Run 1, M1 wires:
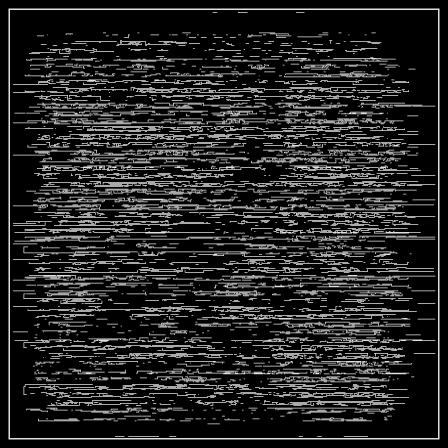
Run 1, metal 2:
Bar = 50 um.
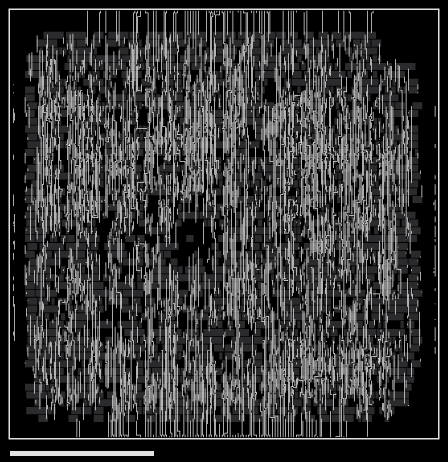
Run 1, M3 wires:
Bar = 50 um.
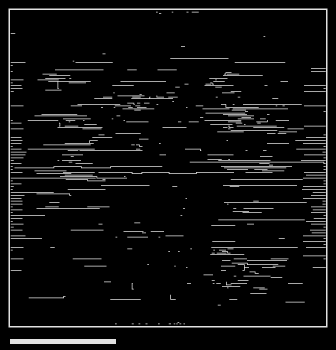
$ cat config.mk
export PLATFORM = sky130hd
export DESIGN_NAME = ndma_xfer_ctrl
export DESIGN_NICKNAME = d
export VERILOG_FILES = /design/src/rtl/ndma_pkg.sv /design/src/rtl/ndma_addr_gen.sv /design/src/rtl/ndma_xfer_ctrl.sv
export SDC_FILE = /design/constraint.sdc
export NUM_CORES = 1
export LEC_CHECK = 0
export ABC_AREA = 1
export CAP_MARGIN = 20
export CORE_MARGIN = 5
export CORE_UTILIZATION = 57
export CTS_BUF_LIST = sky130_fd_sc_hd__clkbuf_4
export CTS_CLUSTER_DIAMETER = 120
export DETAILED_ROUTE_END_ITERATION = 7
export GPL_ROUTABILITY_DRIVEN = 0
export PLACE_DENSITY = 0.85
export SYNTH_ARGS = -nofsm -noshare
export SYNTH_HDL_FRONTEND = slang
export SYNTH_SLANG_ARGS = --single-unit
$ cat constraint.sdc
create_clock -name clk_i -period 4 [get_ports clk_i]
set_input_delay 0.6 -clock clk_i [delete_from_list [all_inputs] [get_ports clk_i]]
set_output_delay 0.6 -clock clk_i [all_outputs]
set_load 0.02 [all_outputs]
$ cat src/rtl/ndma_pkg.sv
// Shared definitions for the NDMA transfer controller.
//   NdmaLenW      : default width of the transfer word count
//   NdmaWordBytes : default address stride per word, in bytes
//   ndma_state_e  : controller FSM states
package ndma_pkg;

  localparam int unsigned NdmaLenW      = 16;
  localparam int unsigned NdmaWordBytes = 4;

  typedef enum logic [2:0] {
    StIdle,
    StRdIssue,
    StRdWait,
    StWrIssue,
    StWrWait,
    StDone
  } ndma_state_e;

endpackage

$ cat src/rtl/ndma_addr_gen.sv
// Loadable 32-bit address register with an optional +WordBytes step.
// The increment enable is captured together with the address on load, so the
// stepping behaviour stays fixed for the whole transfer.
//   clk_i       : clock
//   rst_i       : synchronous active-high reset
//   load_i      : load load_addr_i / load_inc_i
//   load_addr_i : start address
//   load_inc_i  : 1 = advance by WordBytes on each step, 0 = hold
//   step_i      : advance the address (ignored while loading)
//   addr_o      : current address
module ndma_addr_gen
  import ndma_pkg::*;
#(
  parameter int unsigned WordBytes = NdmaWordBytes
) (
  input  logic        clk_i,
  input  logic        rst_i,
  input  logic        load_i,
  input  logic [31:0] load_addr_i,
  input  logic        load_inc_i,
  input  logic        step_i,
  output logic [31:0] addr_o
);

  logic inc_q;

  always_ff @(posedge clk_i) begin
    if (rst_i) begin
      addr_o <= '0;
      inc_q  <= 1'b0;
    end else if (load_i) begin
      addr_o <= load_addr_i;
      inc_q  <= load_inc_i;
    end else if (step_i && inc_q) begin
      // Wraps silently modulo 2^32.
      addr_o <= addr_o + 32'(WordBytes);
    end
  end

endmodule

$ cat src/rtl/ndma_xfer_ctrl.sv
// Single-channel word-copy DMA controller. Copies len_i words from a source to
// a destination, one word at a time through a one-word buffer: issue a read,
// wait for the data, issue a write, wait for the write manager to go idle.
//   clk_i, rst_i          : clock, synchronous active-high reset
//   start_i               : start pulse (honoured in idle only)
//   src_addr_i/dst_addr_i : start addresses
//   len_i                 : word count (0 completes immediately)
//   src_inc_i/dst_inc_i   : 1 = step address by WordBytes per word
//   abort_i               : stop after the word currently in flight
//   busy_o, done_o        : transfer active, one-cycle completion pulse
//   aborted_o             : last transfer was aborted (sticky until next start)
//   remaining_o           : words not yet written
//   rd_req_o/rd_addr_o, rd_valid_i/rd_data_i       : read manager
//   wr_req_o/wr_addr_o/wr_wdata_o, wr_busy_i       : write manager
module ndma_xfer_ctrl
  import ndma_pkg::*;
#(
  parameter int unsigned LenW      = NdmaLenW,
  parameter int unsigned WordBytes = NdmaWordBytes
) (
  input  logic            clk_i,
  input  logic            rst_i,
  input  logic            start_i,
  input  logic [31:0]     src_addr_i,
  input  logic [31:0]     dst_addr_i,
  input  logic [LenW-1:0] len_i,
  input  logic            src_inc_i,
  input  logic            dst_inc_i,
  input  logic            abort_i,
  output logic            busy_o,
  output logic            done_o,
  output logic            aborted_o,
  output logic [LenW-1:0] remaining_o,
  output logic            rd_req_o,
  output logic [31:0]     rd_addr_o,
  input  logic            rd_valid_i,
  input  logic [31:0]     rd_data_i,
  output logic            wr_req_o,
  output logic [31:0]     wr_addr_o,
  output logic [31:0]     wr_wdata_o,
  input  logic            wr_busy_i
);

  ndma_state_e state_q;
  logic [31:0] data_q;
  logic        abort_q;
  logic [31:0] src_addr;
  logic [31:0] dst_addr;
  logic        cfg_load;
  logic        word_done;

  assign cfg_load  = (state_q == StIdle) && start_i;
  assign word_done = (state_q == StWrWait) && !wr_busy_i;

  ndma_addr_gen #(
    .WordBytes (WordBytes)
  ) u_src_addr (
    .clk_i       (clk_i),
    .rst_i       (rst_i),
    .load_i      (cfg_load),
    .load_addr_i (src_addr_i),
    .load_inc_i  (src_inc_i),
    .step_i      (word_done),
    .addr_o      (src_addr)
  );

  ndma_addr_gen #(
    .WordBytes (WordBytes)
  ) u_dst_addr (
    .clk_i       (clk_i),
    .rst_i       (rst_i),
    .load_i      (cfg_load),
    .load_addr_i (dst_addr_i),
    .load_inc_i  (dst_inc_i),
    .step_i      (word_done),
    .addr_o      (dst_addr)
  );

  // The issue states each last two cycles: one to launch the registered request
  // and one with the request on the bus. The first read of a transfer is
  // launched straight from start_i so it appears in the next cycle.
  always_ff @(posedge clk_i) begin
    if (rst_i) begin
      state_q     <= StIdle;
      busy_o      <= 1'b0;
      done_o      <= 1'b0;
      aborted_o   <= 1'b0;
      remaining_o <= '0;
      rd_req_o    <= 1'b0;
      rd_addr_o   <= '0;
      wr_req_o    <= 1'b0;
      wr_addr_o   <= '0;
      wr_wdata_o  <= '0;
      data_q      <= '0;
      abort_q     <= 1'b0;
    end else begin
      done_o <= 1'b0;
      if (busy_o && abort_i) begin
        abort_q <= 1'b1;
      end

      unique case (state_q)
        StIdle: begin
          if (start_i) begin
            aborted_o   <= 1'b0;
            abort_q     <= 1'b0;
            remaining_o <= len_i;
            busy_o      <= 1'b1;
            if (len_i == '0) begin
              state_q <= StDone;
            end else begin
              rd_req_o  <= 1'b1;
              rd_addr_o <= src_addr_i;
              state_q   <= StRdIssue;
            end
          end
        end

        StRdIssue: begin
          if (rd_req_o) begin
            rd_req_o  <= 1'b0;
            rd_addr_o <= '0;
            state_q   <= StRdWait;
          end else begin
            rd_req_o  <= 1'b1;
            rd_addr_o <= src_addr;
          end
        end

        StRdWait: begin
          if (rd_valid_i) begin
            data_q  <= rd_data_i;
            state_q <= StWrIssue;
          end
        end

        StWrIssue: begin
          if (wr_req_o) begin
            wr_req_o   <= 1'b0;
            wr_addr_o  <= '0;
            wr_wdata_o <= '0;
            state_q    <= StWrWait;
          end else if (!wr_busy_i) begin
            wr_req_o   <= 1'b1;
            wr_addr_o  <= dst_addr;
            wr_wdata_o <= data_q;
          end
        end

        StWrWait: begin
          if (!wr_busy_i) begin
            remaining_o <= remaining_o - LenW'(1);
            if (remaining_o == LenW'(1)) begin
              state_q <= StDone;
            end else if (abort_q || abort_i) begin
              aborted_o <= 1'b1;
              state_q   <= StDone;
            end else begin
              state_q <= StRdIssue;
            end
          end
        end

        StDone: begin
          done_o  <= 1'b1;
          busy_o  <= 1'b0;
          abort_q <= 1'b0;
          state_q <= StIdle;
        end

        default: state_q <= StIdle;
      endcase
    end
  end

endmodule

==> ds_physical_params.txt, run 1 <==
Table: implementation figures

Parameter                              Value

Status
  Run status    completed

Yosys
  Register area share after synthesis    around two fifths
  Tally of unique sky130hd cells used after synthesis    39
  Top cells by instance count after synthesis    sky130_fd_sc_hd__nand2_1 (447), sky130_fd_sc_hd__nor2_1 (265), sky130_fd_sc_hd__dfxtp_1 (219), sky130_fd_sc_hd__inv_1 (173), sky130_fd_sc_hd__a21oi_1 (147)
  Area leader, netlist    sky130_fd_sc_hd__dfxtp_1
  Number of flip-flops and latches in the synthesized netlist    219
  Count of flip-flops with a built-in enable after synthesis    0
  Yosys chip area    ~11,000 um2
  Cells after synthesis    1,704
  Most frequent cell after synthesis    sky130_fd_sc_hd__nand2_1
  Cell area leaders    sky130_fd_sc_hd__dfxtp_1 (40%), sky130_fd_sc_hd__nand2_1 (15%), sky130_fd_sc_hd__nor2_1 (9.0%)
  Number of standard cells reported by yosys    between 1,500 and 2,000
  Syn. warnings    0
  Syn Nets    1,828
  Combined area of all synthesized cells    11,000 um2
  Async set-or-reset flop fraction in the synthesized netlist    0%
  Mean Syn Cell Area    6.45 um2
  Area share of the leading cell type in the synthesized netlist    39.9%
  Flip-flop cell with the highest count after synthesis    sky130_fd_sc_hd__dfxtp_1

Floorplan
  Die Span X    149 um
  Number of placement rows    50
  Core utilization before placement    58.4%
  Core region area    between 15,000 and 20,000 um2
  Boundary pin count    237
  Die Span Y    149 um
  Chip area    around 22,000 um2

Power and ir drop
  Total design power    8.08 mW
  Switching share of total power    41.0%
  Peak supply drop    0.416 mV
  Leakage component of the power    5.39 nW
  Clock power frac    23.1%
  Internal power    4.77 mW
  Fraction of power consumed by sequential logic    37.1%
  Net switching power    3.31 mW
  Power density relative to cell area    571 nW/um2
  Combinational share of power    39.8%

Drt
  Detail-routed net length per standard cell    15.3 um
  Violation tally from detailed-route iteration zero    between 1,000 and 1,500
  DR vias/cell    around 5.5
  Post-route ant nets    0
  Iteration count of the initial detailed-routing pass    6
  Remaining design rule violation count    0

STA
  Worst Slack Setup Final    1.43 ns
  Number of max-slew violations in the final report    0
  Peak clock frequency supported by timing    a little under 400 MHz
  Worst hold slack across all endpoints    a little over 0.4 ns
  Cycle use final    64.3%
  Max_slew headroom    45.1%
  Minimum clock period    2.57 ns
  Count of final hold-check violations    0
  Sum Neg Setup Slack    0 ns
  Transition time at the pin with the least slew margin    just over 0.8 ns
  Final clock skew    0.0522 ns
  RSZ-0062 raised after global routing    false
  Number of setup violations in the final report    0

Global routing
  Initial antenna violation count    4
  Busiest layer in global routing    met2
  Total congestion overflow    0
  GR Layer Usage met1    a little under two fifths
  Maximum number of pins on one net before global-route repair    74
  Global router's overall resource usage    29.7%
  Vias in the first global route    11,500
  Global-route wire length before repair    54,700 um

Layout
  NumNets Final    2,051
  Post-route standard cell area excluding fillers    14,100 um2
  Share of final-layout standard cells stronger than drive strength 1    6.63%
  Number of non-filler instances in the completed layout    2,226
  Area added between synthesis and finish    28.7%
  Final core utilization    75.1%

Hold path
  HP Start    rst_i
  Hold Path Class    input pin to flop

Critical path
  Crit path from    state_q[2]
  Buffering stage count on the worst path with inverters included    2
  Biggest fanout along the worst timing path    24
  Setup CP Type    flop to flop
  Cell Chain, Critical Path    inv_2 -> nand3_2 -> nand2_1 -> inv_1 -> a211oi_1 -> nor2_1
  Nature of the critical path startpoint    flop
  Worst stage delay on the critical path    0.76 ns
  Kind of end point of the critical path    flop
  Worst path top cell family by delay    simple AND/OR/NAND/NOR gates
  Data arrival at the endpoint of the critical path    between 3 and 4 ns
  Critical path's slowest cell    sky130_fd_sc_hd__nand2_1
  Req. time, crit path    roughly 4.6 ns
  Reg-to-Reg Start    state_q[2]

CTS
  Hold-fix buffer count after cts    0
  CTS sink cnt    219
  CTS root buf    sky130_fd_sc_hd__clkbuf_4
  Clk slew on worst S/H paths    0.06 ns
  Post-CTS Setup Inserts    0
  Number of buffers created by CTS    about 57
  Deepest clock path buffer count    3
  CTS tree    done
  Post-cts repair resize count    0
  H-tree levels    2
  Clk ins delay skew pair    0.70 ns

Flow run
  Maximum Capacitance Violations    0
  Number of warnings the tools reported    27

Place
  Pre-CTS setup slack    0.973 ns
  DP Area    13,400 um2
  Number of port buffers    236
  Post-detailed-placement half-perimeter wirelength    around 24,000 um
  Placed cell count    2,128
## Picture notes: 'M1 wires'
longest straight run: 34.5 um
wire length on this layer: 13,400 um
main direction: horizontal
nets with wire on the layer: 1,886
vias after detailed routing: 12,200
final WL: 34,000 um

## Picture notes: 'metal 2'
longest straight run: 71.4 um
main direction: vertical
nets with wire on the layer: 1,663
routing usage on met2: 49.4%

## Picture notes: 'M3 wires'
share of all routed wire: 8.3%
nets with wire on the layer: 257
wire length on this layer: 2,800 um
main direction: horizontal
met3 track demand over resource: 5.62%

[run 1: state kept, by name, indices dropped and copies added, names as in the netlist]
name / count
abort_q: 1
aborted_o: 1
busy_o: 1
data_q: 32
done_o: 1
rd_addr_o: 32
rd_req_o: 1
remaining_o: 16
state_q: 3
u_dst_addr.addr_o: 32
u_dst_addr.inc_q: 1
u_src_addr.addr_o: 32
u_src_addr.inc_q: 1
wr_addr_o: 32
wr_req_o: 1
wr_wdata_o: 32
[run 1: cell type report]
type                       count  area [um2]
tap                          260         325
clock buffer                  85         638
multi-input combinational   1217        5570
clock inverter                 9        50.0
sequential                   219        4380
inverter                     181         679
fill                        1577        4680
antenna                        4        10.0
timing repair buffer         251        2480
[run 1: cell families after synthesis]
group	count (synthesis)	synth area share, %
xor+xnor	13	1.04
simple gates	873	32.4
fa+ha+maj	4	0.455
buf+inv	268	9.64
flops	219	39.9
compound gates	327	16.6
[run 1: routing by layer]
layer / wire, um / vias to the layer above
met5: 0 / -
met4: 1620 / 0
met3: 2800 / 117
met2: 16100 / 588
met1: 13400 / 5498
li1: - / 5952
[run 1: layout by cell type, fill, tap and decap left out, types with 4 or more instances in the layout]
| master | n |
|---|---|
| sky130_fd_sc_hd__a22oi_1 | 32 |
| sky130_fd_sc_hd__inv_1 | 172 |
| sky130_fd_sc_hd__nand4_1 | 18 |
| sky130_fd_sc_hd__inv_2 | 8 |
| sky130_fd_sc_hd__o21ai_0 | 92 |
| sky130_fd_sc_hd__diode_2 | 4 |
| sky130_fd_sc_hd__dfxtp_1 | 219 |
| sky130_fd_sc_hd__nor3_1 | 7 |
| sky130_fd_sc_hd__a21oi_1 | 146 |
| sky130_fd_sc_hd__clkdlybuf4s50_1 | 235 |
| sky130_fd_sc_hd__nor2_1 | 265 |
| sky130_fd_sc_hd__o211ai_1 | 7 |
| sky130_fd_sc_hd__xor2_1 | 10 |
| sky130_fd_sc_hd__ha_1 | 4 |
| sky130_fd_sc_hd__nand3_1 | 117 |
| sky130_fd_sc_hd__o21bai_1 | 7 |
| sky130_fd_sc_hd__a31oi_1 | 12 |
| sky130_fd_sc_hd__a211oi_1 | 5 |
| sky130_fd_sc_hd__buf_4 | 15 |
| sky130_fd_sc_hd__nand2_1 | 447 |
| sky130_fd_sc_hd__clkbuf_4 | 85 |
| sky130_fd_sc_hd__clkinv_1 | 6 |
| sky130_fd_sc_hd__o22ai_1 | 19 |
| sky130_fd_sc_hd__nand3_2 | 5 |
[run 1: path summary, 6_finish.rpt]
check	depth (start not counted)	slack [ns]	to
max	6	1.43	remaining_o[1]
min reg2reg	2	0.44	data_q[30]
min	2	0.41	wr_wdata_o[2]
max reg2reg	6	1.43	remaining_o[1]
[run 1: worst register-to-register path, delay by kind of cell (launching register included)]
| family | cells | cell delay [ns] |
|---|---|---|
| simple gates | 3 | 1.30 |
| buf+inv | 2 | 0.49 |
| flops | 1 | 0.35 |
| compound gates | 1 | 0.29 |
[run 1: power groups by stage]
stage	Combinational, mW	Clock, mW	Sequential [mW]
after floorplan	1.91	0	3.19
after global placement	3.10	0	3.02
after detailed placement	3.18	0	3.03
after CTS	3.20	1.90	2.99
after global routing	3.58	2.04	3.06
final	3.21	1.87	3.00
Run 1, M4 wires:
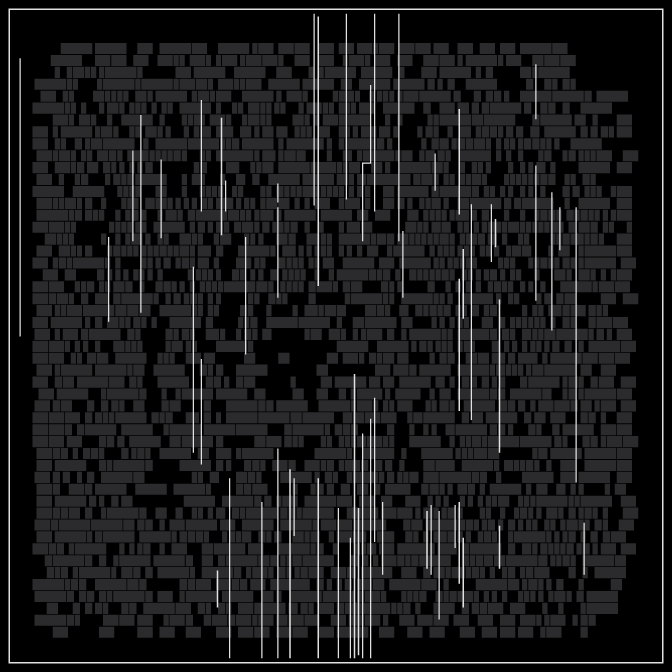

==> run 1 -> run 2 <==
- CORE_UTILIZATION: 57 -> 48
- PLACE_DENSITY: 0.85 -> 0.76
- clock period: 4 -> 2.2 ns (I/O delays scaled with it)
Run 2, M4 wires:
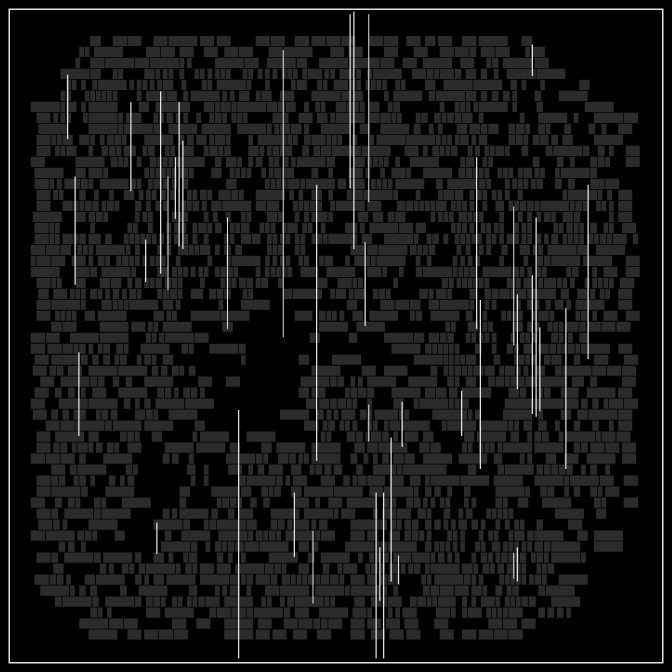
longest straight run: 70.7 um
nets with wire on the layer: 34
share of all routed wire: 3.5%
vias after detailed routing: 12,000
final WL: 34,100 um

Run 2, metal 2:
Bar = 50 um.
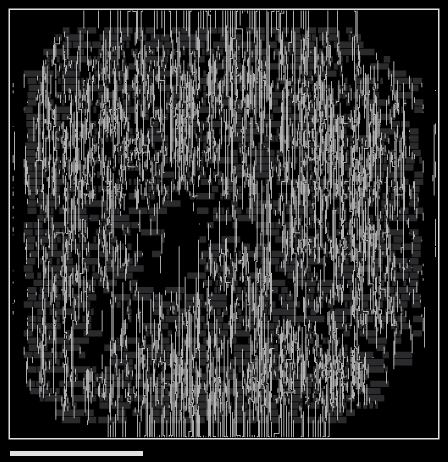
routing usage on met2: 42.3%

==> run 2 against run 1 <==
  * Sequential power rose by 82%
  * First-iteration DRC count shrank 22%
  * Critical path type is now flop to output port
  * Design area grew 2.6%
  * Worst hold slack got worse by 0.24 ns
  * Non-clock buffer count rose by 22
  * Clock power grew about 90%
  * Power rose by 87%
  * Register-to-register slack worse by 1.1 ns
  * Sequential cell count unchanged
  * Synthesized cell count unchanged
  * Routed wire length grew 0.33%
  * Core utilization decreased by 11 points
==> ds_physical_params.txt, run 2 <==
Table: implementation figures

Parameter                              Value

Critical path
  Nature of the critical path startpoint    flop
  Worst path top cell family by delay    buffers and inverters
  Count of cells along the worst register-to-register path    11 (+5)
  Setup CP Type    flop to output port
  Data arrival at the endpoint of the critical path    1.79 ns (-1.33 ns)
  Reg-to-reg setup timing slack    0.29 ns (-1.14 ns)
  Reg-to-Reg Start    u_src_addr.addr_o[3]
  Cell Chain, Critical Path    clkdlybuf4s50_1
  Endpoint of the most critical register-to-register path    u_src_addr.addr_o[30]
  Worst stage delay on the critical path    0.67 ns (-0.09 ns)
  Critical path's slowest cell    sky130_fd_sc_hd__clkdlybuf4s50_1
  Buffering stage count on the worst path with inverters included    1 (-1)
  Biggest fanout along the worst timing path    6 (-75%)
  Crit path from    remaining_o[4]
  Req. time, crit path    1.87 ns (-2.68 ns)
  Kind of end point of the critical path    output port

STA
  Minimum clock period    about 2.1 ns
  Number of setup violations in the final report    0 (unchanged)
  Max_slew headroom    59.1% (+14 points)
  Transition time at the pin with the least slew margin    0.613 ns (-0.209 ns)
  Worst hold slack across all endpoints    0.172 ns (-0.242 ns)
  Sum Neg Setup Slack    0 ns (unchanged)
  RSZ-0062 raised after global routing    false
  Peak clock frequency supported by timing    473 MHz
  Cycle use final    between 90 and 100%
  Final clock skew    0.0483 ns (-0.00391 ns)
  Count of final hold-check violations    0 (unchanged)
  Number of max-slew violations in the final report    0 (unchanged)

Yosys
  Mean Syn Cell Area    6.45 um2 (unchanged)
  Adder Area Share    0.455% (unchanged)
  Post-Synth XOR/XNOR Area    1.04% (unchanged)
  Register area share after synthesis    39.9% (unchanged)
  Area share of the leading cell type in the synthesized netlist    39.9% (unchanged)
  Tally of unique sky130hd cells used after synthesis    39 (unchanged)
  Cell area leaders    sky130_fd_sc_hd__dfxtp_1 (40%), sky130_fd_sc_hd__nand2_1 (15%), sky130_fd_sc_hd__nor2_1 (9.0%)
  Top cells by instance count after synthesis    sky130_fd_sc_hd__nand2_1 (447), sky130_fd_sc_hd__nor2_1 (265), sky130_fd_sc_hd__dfxtp_1 (219), sky130_fd_sc_hd__inv_1 (173), sky130_fd_sc_hd__a21oi_1 (147)
  Number of flip-flops and latches in the synthesized netlist    219 (unchanged)
  Count of flip-flops with a built-in enable after synthesis    0 (unchanged)
  Yosys chip area    11,000 um2 (unchanged)
  Cells after synthesis    1,704 (unchanged)
  Async set-or-reset flop fraction in the synthesized netlist    0% (unchanged)
  Combined area of all synthesized cells    11,000 um2 (unchanged)
  Area leader, netlist    sky130_fd_sc_hd__dfxtp_1
  Post-Synth AOI/OAI Area    16.6% (unchanged)
  Syn. warnings    0 (unchanged)
  Syn Nets    1,828 (unchanged)
  Flip-flop cell with the highest count after synthesis    sky130_fd_sc_hd__dfxtp_1
  Basic-gate share of the synthesized area counting and, or, nand and nor cells    32.4% (unchanged)
  Mux frac, synth    0% (unchanged)
  Number of standard cells reported by yosys    1,704 (unchanged)
  Most frequent cell after synthesis    sky130_fd_sc_hd__nand2_1
  Dominant kind of combinational cell    simple AND/OR/NAND/NOR gates

Power and ir drop
  Leakage component of the power    5.62 nW (+4.2%)
  Power density relative to cell area    1040 nW/um2 (+82%)
  Fraction of power consumed by sequential logic    36.2% (-0.9 points)
  Internal power    9.04 mW (+90%)
  Peak supply drop    0.621 mV (+49%)
  Combinational share of power    40.2% (+0.4 points)
  Net switching power    6.05 mW (+83%)
  Clock power frac    23.6% (+0.5 points)
  Switching share of total power    40.1% (-0.89 points)

Drt
  Detail-routed net length per standard cell    15.0 um (-1.9%)
  Iteration count of the initial detailed-routing pass    5 (-1)
  DR vias/cell    5.25 (-3.8%)
  Post-route ant nets    0 (unchanged)
  Remaining design rule violation count    0 (unchanged)
  Violation tally from detailed-route iteration zero    855 (-22%)

CTS
  CTS sink cnt    219 (unchanged)
  Clk ins delay skew pair    0.69 ns (about the same)
  CTS root buf    sky130_fd_sc_hd__clkbuf_4
  Hold-fix buffer count after cts    0 (unchanged)
  Number of buffers created by CTS    58 (+1.8%)
  Post-CTS Setup Inserts    0 (unchanged)
  Clk slew on worst S/H paths    0.06 ns (about the same)
  Deepest clock path buffer count    3 (unchanged)
  H-tree levels    2 (unchanged)
  CTS tree    done

Layout
  Share of final-layout standard cells stronger than drive strength 1    7.75% (+1.1 points)
  Final core utilization    64.3% (-11 points)
  Number of non-filler instances in the completed layout    2,277 (+2.3%)
  Area added between synthesis and finish    32.0%
  NumNets Final    2,074 (+1.1%)
  Most numerous logic cells after layout    sky130_fd_sc_hd__nand2_1 (447), sky130_fd_sc_hd__nor2_1 (265), sky130_fd_sc_hd__clkdlybuf4s50_1 (232)
  Top cell excl fill/tap    sky130_fd_sc_hd__nand2_1
  Number of filler instances in the final layout    2,084 (+32%)

Place
  Post-detailed-placement half-perimeter wirelength    23,700 um (-0.16%)
  Number of port buffers    236 (unchanged)
  Placed cell count    2,175 (+2.2%)

Global routing
  Initial antenna violation count    4 (unchanged)
  Global-route wire length before repair    55,200 um (+0.96%)
  Total congestion overflow    0 (unchanged)
  Maximum number of pins on one net before global-route repair    126 (+70%)
  Global router's overall resource usage    25.3% (-4.5 points)
  Vias in the first global route    11,200 (-2.4%)

Floorplan
  Core region area    22,600 um2 (+20%)
  Chip area    26,000 um2 (+17%)
  Die Span Y    161 um (+8.4%)
  Core utilization before placement    48.7% (-9.7 points)
  Die Span X    161 um (+8.4%)
  Number of placement rows    55 (+10%)
  Boundary pin count    237 (unchanged)

Hold path
  Hold endpoint    remaining_o[6]
  Hold Path Class    input pin to flop
  HP Start    rst_i
  Number of cells on the worst hold path    5 (+3)

Flow run
  Number of warnings the tools reported    29 (+7.4%)
  Maximum Capacitance Violations    0 (unchanged)

Status
  Run status    completed
[run 2: netlist changes by cell type in the layout (fill, tap and decap cells not counted)]
cell / previous run / this run
sky130_fd_sc_hd__inv_2: 8 / 10
sky130_fd_sc_hd__bufinv_16: 0 / 1
sky130_fd_sc_hd__dlymetal6s2s_1: 0 / 3
sky130_fd_sc_hd__inv_6: 1 / 0
sky130_fd_sc_hd__clkinv_1: 6 / 8
sky130_fd_sc_hd__buf_12: 1 / 11
sky130_fd_sc_hd__clkdlybuf4s50_1: 235 / 232
sky130_fd_sc_hd__buf_4: 15 / 27
sky130_fd_sc_hd__clkbuf_4: 85 / 87
sky130_fd_sc_hd__clkinv_4: 2 / 0
[run 2: power groups by stage]
| stage | registers, mW | logic (mW) | clock network [mW] |
|---|---|---|---|
| after floorplan | 5.80 | 3.48 | 0 |
| after global placement | 5.51 | 5.95 | 0 |
| after detailed placement | 5.53 | 6.03 | 0 |
| after CTS | 5.45 | 6.06 | 3.65 |
| after global routing | 5.57 | 6.74 | 3.88 |
| final | 5.46 | 6.07 | 3.55 |
[run 2: logic make-up (layout without fill, tap and decap cells)]
family | after synthesis | count (layout)
AND/OR/NAND/NOR | 873 | 873
AND-OR/OR-AND | 327 | 327
buffers and inverters | 268 | 552
flip-flops | 219 | 219
XOR/XNOR | 13 | 13
adder cells (fa/ha/maj) | 4 | 4
other | 0 | 4
[run 2: metal layers]
metal,global-route usage (%),routed length [um],part of all wire [%]
met4,10.9,1200,3.5
met5,0,0,0
met1,31.0,14100,41
met2,42.3,16100,47
met3,6.23,2700,7.9
[run 2: cell type report]
type	count	area [um2]	area share [%]
multi-input cells	1217	5570	38.4
clock inverters	11	68.8	0.474
well taps	285	357	2.46
flip-flops and latches	219	4380	30.2
inverters	181	679	4.68
diodes	4	10.0	0.0690
repair buffers	273	2780	19.2
clock buffers	87	653	4.50
[run 2: repair_timing]
item                                    4_1_cts  5_1_grt
hold endpoints to repair                      0        0
resized                                       0        3
endpoints found under the setup margin        0        3
[run 2: per-stage QoR]
step	power, mW	worst slack [ns]	cell area, um2
3_5_place_dp	11.6	0.182	13800
3_3_place_gp	11.5	0.209	13800
6_report	15.1	0.0843	14500
5_1_grt	16.2	0.00892	14500
4_1_cts	15.2	0.0242	14500
2_1_floorplan	9.28	0.516	11000
[run 2: worst max-delay path by stage]
stage	depth (start not counted)	slack, ns	end
final	1	0.08	remaining_o[4]
after global routing	1	0.009	remaining_o[12]
after CTS	1	0.02	remaining_o[3]
after detailed placement	9	0.18	u_src_addr.addr_o[22]
after global placement	9	0.21	u_dst_addr.addr_o[26]
after floorplan	10	0.52	u_src_addr.addr_o[16]
Run 2, M3 wires:
Bar = 50 um.
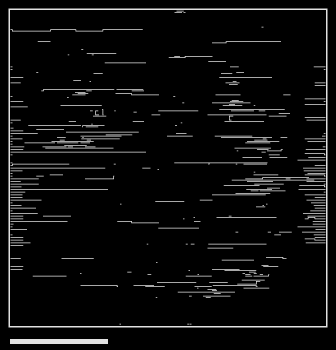

==> run 2 -> run 3 <==
- CORE_UTILIZATION: 48 -> 47
- PLACE_DENSITY: 0.76 -> 0.78
Run 3, M3 wires:
Bar = 50 um.
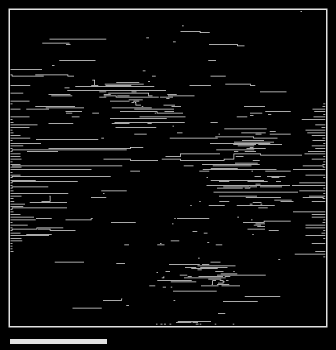
longest straight run: 58.9 um
share of all routed wire: 9.4%
nets with wire on the layer: 251
wire length on this layer: 3,230 um
main direction: horizontal
final WL: 34,400 um
met3 track demand over resource: 6.68%
vias after detailed routing: 12,100

==> run 3 against run 2 <==
  * Critical path depth unchanged
  * Maximum frequency increased by 0.80%
  * Area after synthesis is the same
  * Via count up 0.92%
  * Count of clock-buffer cells in the layout decreased by 2
  * Critical path type unchanged
  * Highest routed layer is now met5
==> ds_physical_params.txt, run 3 <==
Table: implementation figures

Parameter                              Value

Status
  Run status    completed

STA
  Minimum clock period    2.10 ns (-0.0168 ns)
  RSZ-0062 raised after global routing    false
  Number of setup violations in the final report    0 (unchanged)
  Transition time at the pin with the least slew margin    0.605 ns (-0.00761 ns)
  Max_slew headroom    59.6% (+0.42 points)
  Cycle use final    95.4% (-0.76 points)
  Number of max-slew violations in the final report    0 (unchanged)
  Peak clock frequency supported by timing    476 MHz (+0.80%)
  Sum Neg Setup Slack    0 ns (unchanged)
  Count of final hold-check violations    0 (unchanged)
  Final clock skew    0.0323 ns (-0.0160 ns)

Flow run
  Maximum Capacitance Violations    0 (unchanged)
  Number of warnings the tools reported    30 (+3.4%)

CTS
  CTS root buf    sky130_fd_sc_hd__clkbuf_4
  Number of buffers created by CTS    60 (+3.4%)
  Clk ins delay skew pair    0.69 ns (about the same)
  Clk slew on worst S/H paths    0.06 ns (about the same)
  CTS sink cnt    219 (unchanged)
  Deepest clock path buffer count    3 (unchanged)
  H-tree levels    2 (unchanged)
  Post-CTS Setup Inserts    0 (unchanged)
  CTS tree    done
  Hold-fix buffer count after cts    0 (unchanged)

Yosys
  Tally of unique sky130hd cells used after synthesis    39 (unchanged)
  Number of flip-flops and latches in the synthesized netlist    219 (unchanged)
  Cell area leaders    sky130_fd_sc_hd__dfxtp_1 (40%), sky130_fd_sc_hd__nand2_1 (15%), sky130_fd_sc_hd__nor2_1 (9.0%)
  Combined area of all synthesized cells    11,000 um2 (unchanged)
  Mean Syn Cell Area    6.45 um2 (unchanged)
  Syn Nets    1,828 (unchanged)
  Area leader, netlist    sky130_fd_sc_hd__dfxtp_1
  Top cells by instance count after synthesis    sky130_fd_sc_hd__nand2_1 (447), sky130_fd_sc_hd__nor2_1 (265), sky130_fd_sc_hd__dfxtp_1 (219), sky130_fd_sc_hd__inv_1 (173), sky130_fd_sc_hd__a21oi_1 (147)
  Register area share after synthesis    39.9% (unchanged)
  Yosys chip area    11,000 um2 (unchanged)
  Cells after synthesis    1,704 (unchanged)
  Syn. warnings    0 (unchanged)
  Number of standard cells reported by yosys    1,704 (unchanged)
  Flip-flop cell with the highest count after synthesis    sky130_fd_sc_hd__dfxtp_1
  Count of flip-flops with a built-in enable after synthesis    0 (unchanged)
  Area share of the leading cell type in the synthesized netlist    39.9% (unchanged)
  Most frequent cell after synthesis    sky130_fd_sc_hd__nand2_1
  Async set-or-reset flop fraction in the synthesized netlist    0% (unchanged)

Layout
  Most numerous logic cells after layout    sky130_fd_sc_hd__nand2_1 (447), sky130_fd_sc_hd__nor2_1 (263), sky130_fd_sc_hd__clkdlybuf4s50_1 (234)
  Top cell excl fill/tap    sky130_fd_sc_hd__nand2_1
  Post-route standard cell area excluding fillers    14,500 um2 (+0.25%)
  Share of final-layout standard cells stronger than drive strength 1    7.81% (+0.065 points)
  NumNets Final    2,075 (+0.048%)
  Area added between synthesis and finish    32.3%

Critical path
  Biggest fanout along the worst timing path    4 (-2)
  Data arrival at the endpoint of the critical path    1.77 ns (-0.02 ns)
  Cell Chain, Critical Path    clkdlybuf4s50_1
  Critical path's slowest cell    sky130_fd_sc_hd__clkdlybuf4s50_1
  Req. time, crit path    1.87 ns (about the same)
  Setup CP Type    flop to output port
  Kind of end point of the critical path    output port
  Buffering stage count on the worst path with inverters included    1 (unchanged)
  Worst stage delay on the critical path    0.65 ns (-0.02 ns)
  Worst path top cell family by delay    buffers and inverters
  Nature of the critical path startpoint    flop

Hold path
  Hold Path Class    input pin to flop

Floorplan
  Die Span X    163 um (+0.99%)
  Core utilization before placement    47.3% (-1.4 points)
  Chip area    26,600 um2 (+2.0%)
  Core region area    23,300 um2 (+3.1%)
  Number of placement rows    56 (+1.8%)
  Die Span Y    163 um (+0.99%)
  Boundary pin count    237 (unchanged)

Power and ir drop
  Leakage component of the power    5.57 nW (-0.82%)
  Peak supply drop    0.475 mV (-24%)
  Power density relative to cell area    1040 nW/um2 (about the same)

Drt
  Violation tally from detailed-route iteration zero    953 (+11%)
  Post-route ant nets    0 (unchanged)
  DR vias/cell    5.21 (-0.82%)
  Remaining design rule violation count    0 (unchanged)
  Iteration count of the initial detailed-routing pass    5 (unchanged)
  Detail-routed net length per standard cell    14.9 um (-0.86%)

Global routing
  Vias in the first global route    11,200 (-0.15%)
  Total congestion overflow    0 (unchanged)
  Global-route wire length before repair    55,200 um (about the same)
  Global router's overall resource usage    25.0% (-0.29 points)
  Initial antenna violation count    3 (-1)
  Maximum number of pins on one net before global-route repair    126 (unchanged)

Place
  Number of port buffers    236 (unchanged)
  Post-detailed-placement half-perimeter wirelength    24,300 um (+2.6%)
  DP Area    13,800 um2 (about the same)
Run 3, M4 wires:
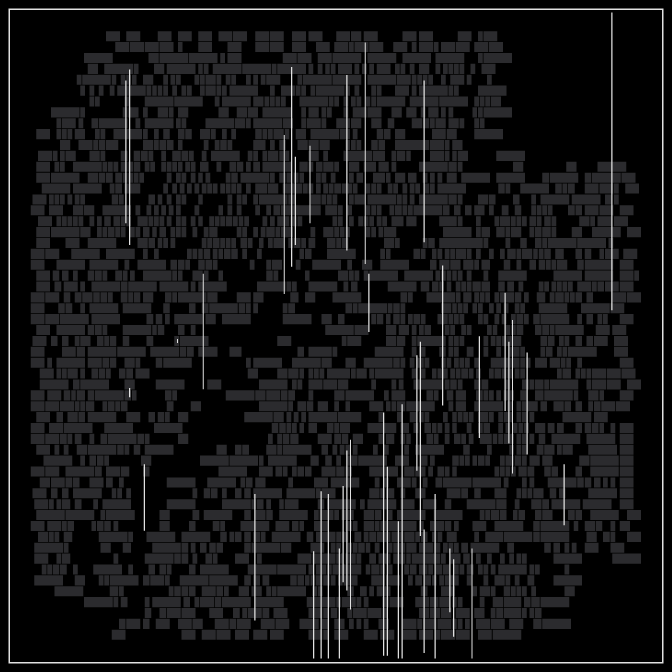

-- run 3: cell counts after synthesis --
Identical to the previous run, type by type.
-- run 3: power breakdown --
part / internal [mW] / total, mW / switching [mW]
Combinational: 2.39 / 6.09 / 3.70
Sequential: 4.75 / 5.44 / 0.690
Clock: 1.90 / 3.60 / 1.70
Total: 9.04 / 15.1 / 6.09
-- run 3: final cells by class --
class / instances / area [um2]
Fill cell: 2211 / 8720
Multi-Input combinational cell: 1217 / 5580
Sequential cell: 219 / 4380
Timing Repair Buffer: 272 / 2740
Inverter: 181 / 679
Clock buffer: 85 / 638
Tap cell: 319 / 399
Clock inverter: 23 / 121
Antenna cell: 1 / 2.50
-- run 3: worst reg2reg max path, stage by stage (launching register included) --
cell	delay, ns
sky130_fd_sc_hd__dfxtp_1	0.39
sky130_fd_sc_hd__ha_1	0.29
sky130_fd_sc_hd__nand2_1	0.12
sky130_fd_sc_hd__nor2_1	0.20
sky130_fd_sc_hd__nand2_1	0.12
sky130_fd_sc_hd__nor2_2	0.27
sky130_fd_sc_hd__nand3_1	0.18
sky130_fd_sc_hd__o21a_1	0.22
sky130_fd_sc_hd__a21oi_1	0.13
-- run 3: logic make-up (layout without fill, tap and decap cells) --
family	after synthesis	in the layout	share of synthesized area [%]
AND/OR/NAND/NOR	873	873	32.4
AND-OR/OR-AND	327	327	16.6
adder cells (fa/ha/maj)	4	4	0.455
buffers and inverters	268	561	9.64
flip-flops	219	219	39.9
XOR/XNOR	13	13	1.04
other	0	1	0
-- run 3: path summary, 6_finish.rpt --
kind,from,end,slack [ns],cells after the start
max,rd_req_o,rd_req_o,0.10,1
min,rst_i,wr_addr_o[5],0.23,3
max reg2reg,u_dst_addr.addr_o[3],u_dst_addr.addr_o[20],0.21,8
min reg2reg,data_q[12],data_q[12],0.45,2
-- run 3: through the flow --
stage | utilization, % | total power [mW] | setup slack, ns | hold WS [ns] | std cells
after floorplan | - | 9.28 | 0.516 | 0.424 | 1704
after global placement | 59.2 | 11.4 | 0.0694 | 0.432 | 2208
after detailed placement | 59.2 | 11.5 | 0.0250 | 0.436 | 2208
after CTS | 62.5 | 15.2 | 0.0386 | 0.182 | 2316
after global routing | 62.5 | 16.2 | 0.00743 | 0.207 | 2317
final | 62.5 | 15.1 | 0.101 | 0.232 | 2317
-- run 3: routing by layer --
| layer | track usage [%] | wire length, um | vias to the layer above |
|---|---|---|---|
| li1 | - | - | 6026 |
| met1 | 31.5 | 14200 | 5433 |
| met2 | 40.2 | 15500 | 516 |
| met3 | 6.68 | 3230 | 93 |
| met4 | 10.9 | 1360 | 4 |
| met5 | 0 | 32 | - |
-- run 3: what timing repair did --
item	in CTS	in global routing
gates resized	1	2
setup endpoints to repair	1	5
cloned	0	0
Power is estimated from default activity; no workload was simulated.
